`src/rtl/pipe_stage_reg.sv`:
```
// Parameterised pipeline register chain with stall/flush control, bubble
// encoding (invalid stages carry zero payload) and saturating event counters.
module pipe_stage_reg #(
    parameter int WIDTH = 32,
    parameter int DEPTH = 1,
    parameter int CNT_W = 16,
    localparam int OCC_W = ($clog2(DEPTH + 1) > 0) ? $clog2(DEPTH + 1) : 1
) (
    input  logic             clk,
    input  logic             rst,
    input  logic             in_valid,
    input  logic [WIDTH-1:0] in_data,
    input  logic             stall,
    input  logic             flush,
    output logic             out_valid,
    output logic [WIDTH-1:0] out_data,
    output logic [OCC_W-1:0] occupancy,
    output logic [CNT_W-1:0] stall_cnt,
    output logic [CNT_W-1:0] flush_cnt,
    output logic [CNT_W-1:0] bubble_cnt
);

    logic [DEPTH-1:0]            validQ, validNext;
    logic [DEPTH-1:0][WIDTH-1:0] dataQ, dataNext;
    logic [OCC_W-1:0]            occQ, occNext;
    logic [CNT_W-1:0]            stallCntQ, flushCntQ, bubbleCntQ;

    // Occupancy is counted from the next-state valid vector so the registered
    // value lines up with the stage valid bits on the same edge.
    always_comb begin
        validNext = validQ;
        dataNext  = dataQ;
        if (flush) begin
            validNext = '0;
            dataNext  = '0;
        end else if (!stall) begin
            validNext[0] = in_valid;
            dataNext[0]  = in_valid ? in_data : '0;
            for (int unsigned k = 1; k < DEPTH; k++) begin
                validNext[k] = validQ[k-1];
                dataNext[k]  = dataQ[k-1];
            end
        end
        occNext = '0;
        for (int unsigned k = 0; k < DEPTH; k++) begin
            occNext = occNext + OCC_W'(validNext[k]);
        end
    end

    always_ff @(posedge clk) begin
        if (!rst) begin
            validQ <= '0;
            dataQ  <= '0;
            occQ   <= '0;
        end else begin
            validQ <= validNext;
            dataQ  <= dataNext;
            occQ   <= occNext;
        end
    end

    // Flush takes precedence over stall, so a combined request counts only as a flush.
    always_ff @(posedge clk) begin
        if (!rst) begin
            stallCntQ  <= '0;
            flushCntQ  <= '0;
            bubbleCntQ <= '0;
        end else begin
            if (flush) begin
                if (flushCntQ != '1) flushCntQ <= flushCntQ + CNT_W'(1);
            end else if (stall) begin
                if (stallCntQ != '1) stallCntQ <= stallCntQ + CNT_W'(1);
            end
            if (!validQ[DEPTH-1] && (bubbleCntQ != '1)) begin
                bubbleCntQ <= bubbleCntQ + CNT_W'(1);
            end
        end
    end

    assign out_valid  = validQ[DEPTH-1];
    assign out_data   = dataQ[DEPTH-1];
    assign occupancy  = occQ;
    assign stall_cnt  = stallCntQ;
    assign flush_cnt  = flushCntQ;
    assign bubble_cnt = bubbleCntQ;

endmodule

```
`config.mk`:
```
export PLATFORM = sky130hd
export DESIGN_NAME = pipe_stage_reg
export DESIGN_NICKNAME = d
export VERILOG_FILES = /design/src/rtl/pipe_stage_reg.sv
export SDC_FILE = /design/constraint.sdc
export NUM_CORES = 1
export LEC_CHECK = 0
export CORE_MARGIN = 4
export CORE_UTILIZATION = 30
export CTS_CLUSTER_DIAMETER = 30
export CTS_CLUSTER_SIZE = 16
export DETAILED_ROUTE_END_ITERATION = 16
export MAX_ROUTING_LAYER = met4
export PLACE_DENSITY = 0.6
export SLEW_MARGIN = 0
export SYNTH_ARGS = -nofsm -noshare
export SYNTH_HDL_FRONTEND = slang
export SYNTH_SLANG_ARGS = --single-unit
```
`constraint.sdc`:
```
create_clock -name clk -period 2.84 [get_ports clk]
set_input_delay 0.426 -clock clk [delete_from_list [all_inputs] [get_ports clk]]
set_output_delay 0.426 -clock clk [all_outputs]
set_load 0.005 [all_outputs]
```
class_map.png
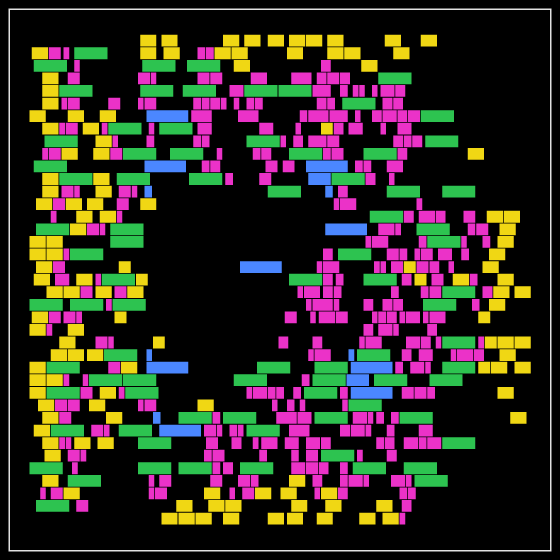
Blue is clock drivers and dummy loads, cells 16. Magenta is remaining logic cells, cells 297. Green is registers, cells 81. Yellow is remaining buffers and delay cells, cells 128.

congestion_map.png
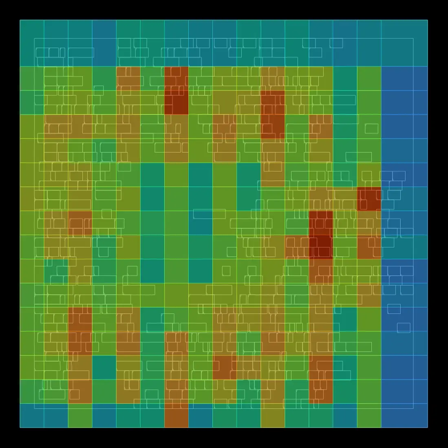
final standard cell utilization of the core: 44.9%
Global Route met1 Usage: 20.1%

floorplan.png
Pins as bars on the die edge. Tap cells in grey.
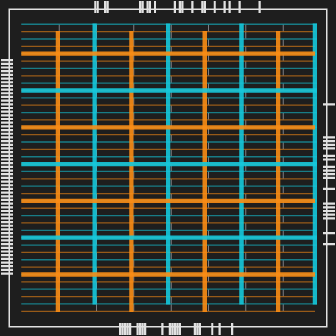
Orange is VSS. Cyan is VDD.
7 straps on met5. 143 tap cells. 119 signal pins sit on the boundary. The core has 39 rows. 40 met1 rails follow the rows.

layers.png
Scale bar: 20 µm.
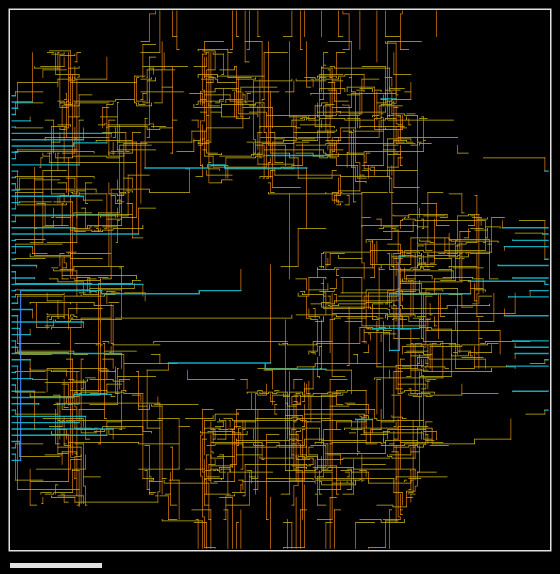
Orange is M2, wire length 4200 µm. Cyan is M3, wire length 699 µm. Blue is M4, wire length 57.1 µm. Yellow is M1, wire length 4730 µm.

clock_wires.png
Scale bar: 20 µm.
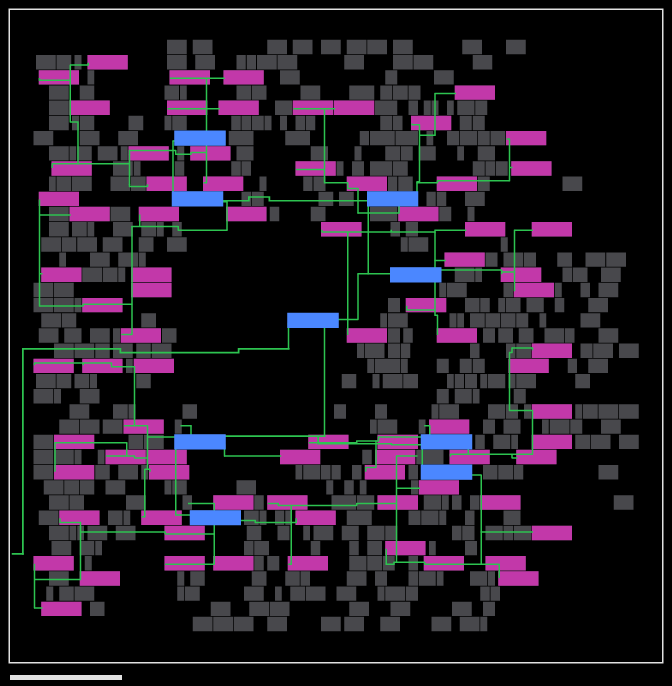
Blue is clock-net drivers, count 9. Magenta is flip-flops, count 81. Green is clock wires, length 1060 µm.
There are 10 routed clock nets.

==> summary.txt <==
Flow results.

- The flow ran to the end, and the final reports show no timing, DRC or antenna violations.
- The CTS buffer count is 9.
- The chip occupies 13600 µm².
- The routed wirelength on the met1 layer is recorded as 4730 µm.
- After floorplanning, the core was sized to cover 11500 µm².
- The detailed placer reported the number of placed instances as 649.
- Of the total synthesized cell area, the portion taken by full adders, half adders and majority gates is 1.06%.
- All stages included, the depth of the critical timing path comes to 1.
- The area of the mapped netlist is 3550 µm².
- Detailed-route iteration 0 reported a violation count of 190.
- The final report lists the setup-violating endpoint count as 0.
- In this run, power in combinational logic comes to 185 µW.
- The delay of the slowest cell on the worst path is 0.70 ns.
- The placement report lists the number of port buffers as 118.
- The final report lists a non-filler cell total of 665.
- Once detailed placement completed, the half-perimeter wirelength came to 6930 µm.
- The slowest cell on the critical path is sky130_fd_sc_hd__dfxtp_1.
- Entering global routing, the biggest net connects 35 pins.
- The number of pins exceeding their max-slew limit in the final report is 0.
- The power dissipated in sequential cells is 1180 µW.
- The last element of the critical path is out_valid.
- The area fraction of the dominant cell type after synthesis is 45.7%.
- The layout report lists the combined flip-flop and latch area as 1620 µm².
- The routed design uses 698 µm of met3 wire.
- The highest clock rate this design can be run at is 0.478 GHz.
- The number of standard cells after synthesis is 402.
- For reference, the top cells by count after synthesis are sky130_fd_sc_hd__dfxtp_1 (81), sky130_fd_sc_hd__nor2_1 (42), sky130_fd_sc_hd__nand2_1 (33).
- Hold analysis shows the worst path with a depth of 2.
- The routed design has 9680 µm of wire.
- In this run, the synthesized area fraction spent on xor and xnor cells is recorded as 0.740%.
- The report counts max-capacitance violations totalling 0.
- The count of flip-flops with a built-in enable after synthesis is 0.
- Per the detail_route log, the uppermost layer with routed signals is met4.
- The warning tally printed by Yosys for this design is 0.
- The logic area is 1800 µm².
- As reported, the later end of the worst-skew pair has a clock insertion delay of 0.32 ns.
- The count of nets left with antenna violations after detail routing is 0.
- The dominant synthesized flop cell is sky130_fd_sc_hd__dfxtp_1.
- Per STA, the worst path is made up of clkdlybuf4s50_1.
- The multiplexer share of the synthesized area is 3.66%.
==> state kept, by name, summed over array words and instances, names as in the netlist <==
name,count
out_data,32
occupancy,1
flush_cnt,16
bubble_cnt,16
stall_cnt,16
==> cell type report <==
cell class	instances	area share [%]
Clock buffer	13	5.04
Clock inverter	3	0.291
Inverter	8	0.581
Multi-Input combinational cell	289	34.9
Sequential cell	81	31.4
Tap cell	143	3.46
Timing Repair Buffer	128	24.3
==> worst min-delay path, delay by kind of cell, from the launching register on <==
kind | cells | cell delay, ns
and+or+nand+nor | 1 | 0.06
muxes | 1 | 0.05
DFF | 1 | 0.33
No activity file was given, so power comes from the tool's default toggle rates.
